**Close-up of the layout**

Window x 23 to 63, y 27 to 67 um. Cells in gray, sequential cells in the stronger gray; small squares are vias.
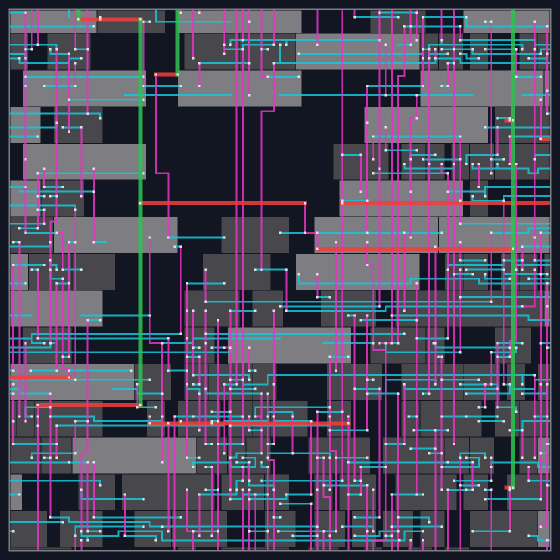
**Placed standard cells**

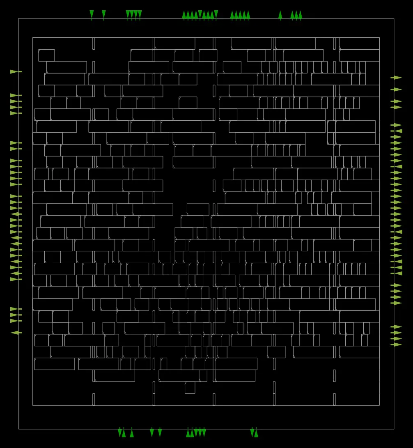
`src/rtl/cfg_cmd_pkg.sv`:
```
// Shared constants and FSM state type for the host-side config command master.
package cfg_cmd_pkg;

  localparam logic [7:0] OP_WRITE     = 8'h57;
  localparam logic [7:0] OP_READ      = 8'h52;
  localparam logic [7:0] DEF_ACK_BYTE = 8'h06;
  localparam logic [7:0] DEF_NAK_BYTE = 8'h15;

  typedef enum logic [2:0] {
    StIdle,
    StGetAddr,
    StGetData,
    StDoWrite,
    StDoRead,
    StSend
  } state_e;

endpackage

```
`src/rtl/cfg_cmd_master.sv`:
```
// Byte-stream command parser driving config register write/read ports.
// Optional inter-byte abort timer enabled by defining CFG_CMD_TIMEOUT_EN.
module cfg_cmd_master
  import cfg_cmd_pkg::*;
#(
  parameter int unsigned TIMEOUT_CYCLES = 1000000,
  parameter logic [7:0]  ACK_BYTE       = DEF_ACK_BYTE,
  parameter logic [7:0]  NAK_BYTE       = DEF_NAK_BYTE
) (
  input  logic        clk,
  input  logic        reset,
  input  logic        in_valid,
  output logic        in_ready,
  input  logic [7:0]  in_data,
  output logic        out_valid,
  input  logic        out_ready,
  output logic [7:0]  out_data,
  output logic        wr_en,
  output logic [7:0]  reg_addr,
  output logic [31:0] reg_data,
  output logic [7:0]  rd_addr,
  input  logic [31:0] rd_data,
  output logic        busy,
  output logic        cmd_error
);

  state_e      state_q, state_d;
  logic        is_read_q;
  logic [1:0]  cnt_q;
  logic [1:0]  last_q;
  logic [31:0] resp_q;
  logic [7:0]  reg_addr_q;
  logic [31:0] reg_data_q;
  logic [7:0]  rd_addr_q;
  logic        cmd_error_q;

  logic in_fire, out_fire, bad_op, timeout, nak_evt;

  assign in_fire  = in_valid & in_ready;
  assign out_fire = out_valid & out_ready;
  assign bad_op   = (in_data != OP_WRITE) && (in_data != OP_READ);
  assign nak_evt  = ((state_q == StIdle) && in_fire && bad_op) || timeout;

`ifdef CFG_CMD_TIMEOUT_EN
  localparam int unsigned TmoW = $clog2(TIMEOUT_CYCLES + 1);
  logic [TmoW-1:0] tmo_q;
  logic            tmo_active;

  assign tmo_active = (state_q == StGetAddr) || (state_q == StGetData);

  always_ff @(posedge clk or posedge reset) begin
    if (reset) begin
      tmo_q <= '0;
    end else if (in_fire || !tmo_active) begin
      tmo_q <= '0;
    end else begin
      tmo_q <= tmo_q + 1'b1;
    end
  end

  // Abort on the cycle the count would reach TIMEOUT_CYCLES.
  assign timeout = tmo_active && !in_fire && (tmo_q == TmoW'(TIMEOUT_CYCLES - 1));
`else
  logic unused_timeout_cfg;
  assign unused_timeout_cfg = ^TIMEOUT_CYCLES;
  assign timeout = 1'b0;
`endif

  // State register
  always_ff @(posedge clk or posedge reset) begin
    if (reset) begin
      state_q <= StIdle;
    end else begin
      state_q <= state_d;
    end
  end

  // Next-state logic
  always_comb begin
    state_d = state_q;
    unique case (state_q)
      StIdle: begin
        if (in_fire) state_d = bad_op ? StSend : StGetAddr;
      end
      StGetAddr: begin
        if (in_fire)      state_d = is_read_q ? StDoRead : StGetData;
        else if (timeout) state_d = StSend;
      end
      StGetData: begin
        if (in_fire && (cnt_q == 2'd3)) state_d = StDoWrite;
        else if (timeout)               state_d = StSend;
      end
      StDoWrite: state_d = StSend;
      StDoRead:  state_d = StSend;
      StSend: begin
        if (out_fire && (cnt_q == last_q)) state_d = StIdle;
      end
      default: state_d = StIdle;
    endcase
  end

  // Outputs
  always_comb begin
    in_ready  = 1'b0;
    wr_en     = 1'b0;
    out_valid = 1'b0;
    busy      = (state_q != StIdle);
    unique case (state_q)
      StIdle, StGetAddr, StGetData: in_ready = !reset;
      StDoWrite:                    wr_en = 1'b1;
      StSend:                       out_valid = 1'b1;
      default: ;
    endcase
  end

  assign out_data  = resp_q[7:0];
  assign reg_addr  = reg_addr_q;
  assign reg_data  = reg_data_q;
  assign rd_addr   = rd_addr_q;
  assign cmd_error = cmd_error_q;

  // Datapath: address/data capture and response shift buffer
  always_ff @(posedge clk or posedge reset) begin
    if (reset) begin
      is_read_q   <= 1'b0;
      cnt_q       <= '0;
      last_q      <= '0;
      resp_q      <= '0;
      reg_addr_q  <= '0;
      reg_data_q  <= '0;
      rd_addr_q   <= '0;
      cmd_error_q <= 1'b0;
    end else begin
      cmd_error_q <= nak_evt;
      unique case (state_q)
        StIdle: begin
          if (in_fire) begin
            is_read_q <= (in_data == OP_READ);
            cnt_q     <= '0;
            if (bad_op) begin
              resp_q <= {24'h0, NAK_BYTE};
              last_q <= '0;
            end
          end
        end
        StGetAddr: begin
          if (in_fire) begin
            if (is_read_q) rd_addr_q  <= in_data;
            else           reg_addr_q <= in_data;
            cnt_q <= '0;
          end else if (timeout) begin
            resp_q <= {24'h0, NAK_BYTE};
            last_q <= '0;
            cnt_q  <= '0;
          end
        end
        StGetData: begin
          if (in_fire) begin
            reg_data_q[{cnt_q, 3'b000} +: 8] <= in_data;
            cnt_q <= cnt_q + 2'd1;
          end else if (timeout) begin
            resp_q <= {24'h0, NAK_BYTE};
            last_q <= '0;
            cnt_q  <= '0;
          end
        end
        StDoWrite: begin
          resp_q <= {24'h0, ACK_BYTE};
          last_q <= '0;
          cnt_q  <= '0;
        end
        StDoRead: begin
          resp_q <= rd_data;
          last_q <= 2'd3;
          cnt_q  <= '0;
        end
        StSend: begin
          if (out_fire) begin
            resp_q <= {8'h00, resp_q[31:8]};
            cnt_q  <= cnt_q + 2'd1;
          end
        end
        default: ;
      endcase
    end
  end

endmodule

```
`config.mk`:
```
export PLATFORM = sky130hd
export DESIGN_NAME = cfg_cmd_master
export DESIGN_NICKNAME = d
export VERILOG_FILES = /design/src/rtl/cfg_cmd_pkg.sv /design/src/rtl/cfg_cmd_master.sv
export SDC_FILE = /design/constraint.sdc
export NUM_CORES = 1
export LEC_CHECK = 0
export CAP_MARGIN = 40
export CORE_ASPECT_RATIO = 1.1
export CORE_MARGIN = 3
export CORE_UTILIZATION = 57
export CTS_CLUSTER_DIAMETER = 200
export DETAILED_ROUTE_END_ITERATION = 10
export DONT_BUFFER_PORTS = 1
export PLACE_DENSITY = 0.78
export SLEW_MARGIN = 30
export SYNTH_ARGS = -nofsm -noshare
export SYNTH_HDL_FRONTEND = slang
export SYNTH_SLANG_ARGS = --single-unit
```
`constraint.sdc`:
```
create_clock -name clk -period 3.05 [get_ports clk]
set_input_delay 0.61 -clock clk [delete_from_list [all_inputs] [get_ports clk]]
set_output_delay 0.61 -clock clk [all_outputs]
set_load 0.02 [all_outputs]
```
==> run_results.csv <==
group,metric,value,unit
status,status,"completed",
detailed_routing,drcViolationCount,0,
worst_setup_path,timing.rr.start,"cnt_q[0]",
die,dieArea,8110,um2
worst_setup_path,start_kind,"register",
worst_setup_path,critical-path-top-delay-family,"flip-flops",
clock_network,cts_sinks,88,
timing,tns,0,ns
worst_setup_path,path_max_fanout,17,
worst_setup_path,reg2reg_depth,5,
worst_setup_path,rrSetupSlack,0.86,ns
logic_synthesis,async_flop_share,100,%
detailed_routing,drt_iter0_markers,99,
clock_network,ctsResizeCount,0,
worst_setup_path,crit_path_start,"state_q[2]",
detailed_routing,dr.pass1.iters,4,
timing,whs,0.224,ns
detailed_routing,top_layer,"met4",
logic_synthesis,yosys-stat-area,4030,um2
job,warnings,30,
logic_synthesis,edf_count,0,
worst_setup_path,cp.depth,3,
global_route,grt_pass1_vias,2688,
layout,layout_top_cell,"dfrtp_1",
worst_setup_path,crit_path_cell_trace,"nor2b_1 -> nand2_1 -> inv_1",
logic_synthesis,ys_seq_share,54.7,%
layout,drive_gt1_share,17.1,%
timing,relSlewSlack,42.3,%
worst_setup_path,r2r_end,"reg_data[11]",
layout,layout_top_cells,"dfrtp_1 (87), nand2_1 (73), o21ai_0 (35), mux2i_1 (23), o2bb2ai_1 (20)",
detailed_routing,met1_length,3450,um
global_route,grt_max_degree,50,
logic_synthesis,syn-num-nets,411,
global_route,grt_pass1_wl,13600,um
clock_network,post-cts-setup-buffers,0,
worst_setup_path,cp.arrival,1.84,ns
job,maxCapViolations,0,
die,die-height,94.1,um
die,fp.dieW,86.1,um
die,fp_util,60.0,%
worst_setup_path,end_kind,"output pin",
worst_setup_path,critical-path-max-stage-delay,0.64,ns
layout,n_antenna_cell,0,
logic_synthesis,flop_cell,"dfrtp_1",
-- 'close-up of the layout' (at the start) --
[green] M4
[magenta] M2
[cyan] M1
[red] M3
cells with their middle in the window: 105
sequential cells in the window: 18
netlist names of flops here include: resp_q (5), reg_addr (4), reg_data (4)
most frequent: dfrtp_1 (18), nand2_1 (16), mux2_2 (7)

-- 'placed standard cells' (at the start) --
TAP cells: 82
Final Core Density: 63.0%
core area: 6710 um2
proportion of cell area occupied by registers: 52.1%
# rows: 31

-- cells in the mapped netlist (2+ instances only) --
cell type,instances
dfrtp_1,88
nand2_1,73
o21ai_0,35
mux2i_1,23
o2bb2ai_1,20
mux2_2,19
a22o_2,9
buf_4,9
clkbuf_1,8
inv_1,8
a21oi_1,5
ha_1,5
nand3_1,5
nor2b_1,5
buf_2,4
buf_6,4
nor3_1,4
nor3b_1,4
a211oi_1,2
a21boi_0,2
buf_1,2
nand2b_1,2
nor2_1,2
nor4_1,2
o21ai_1,2
-- sequential cells by signal, summed over array words and instances, names as in the netlist --
register	flops
cnt_q	2
state_q	3
resp_q	32
last_q	1
is_read_q	1
reg_data	32
cmd_error	1
reg_addr	8
rd_addr	8
-- kinds of logic (layout without fill, tap and decap cells) --
| family | Yosys count | in the layout | synth area share, % |
|---|---|---|---|
| mux | 42 | 42 | 11.0 |
| xor+xnor | 1 | 1 | 0.218 |
| flops | 88 | 88 | 54.7 |
| simple gates | 109 | 109 | 13.2 |
| fa+ha+maj | 5 | 5 | 1.55 |
| compound gates | 82 | 82 | 14.3 |
| buf+inv | 35 | 29 | 4.97 |
-- power by group --
part | switching (mW) | internal (mW)
clock | 0.429 | 0.414
sequential | 0.469 | 1.46
combinational | 0.619 | 0.538
-- worst min-delay path by stage --
stage	depth (start not counted)	from	to	slack, ns
5_1_grt	1	reset	resp_q[19]	0.25
4_1_cts	1	reset	resp_q[19]	0.23
3_5_place_dp	1	resp_q[18]	resp_q[18]	0.47
3_3_place_gp	1	resp_q[8]	resp_q[8]	0.47
6_report	1	reset	cmd_error	0.22
2_1_floorplan	1	resp_q[11]	resp_q[11]	0.46
-- area by class of cell --
class	count	area [um2]	share of cell area, %
clock inverters	6	76.3	1.80
inverters	8	31.3	0.740
flip-flops and latches	88	2200	52.1
well taps	82	103	2.43
repair buffers	5	50.0	1.18
clock buffers	10	138	3.25
multi-input cells	239	1630	38.5
-- through the flow --
stage / std cells / area, um2 / worst slack (ns) / utilization (%) / total power, mW
after global routing: 438 / 4230 / 0.480 / 63.0 / 4.17
after CTS: 438 / 4220 / 0.601 / 62.9 / 3.96
after detailed placement: 422 / 4010 / 0.830 / 59.8 / 3.12
final: 438 / 4230 / 0.599 / 63.0 / 3.93
after global placement: 422 / 4010 / 0.959 / 59.8 / 3.06
after floorplan: 362 / 4030 / 0.161 / - / 2.94
-- layer usage --
metal	vias to the layer above	track usage, %
li1	1232	-
met1	1243	27.1
met2	94	36.1
met3	11	6.23
met4	0	7.52
met5	-	0
Power figures rest on the tool's default switching activity, not on a simulated workload.
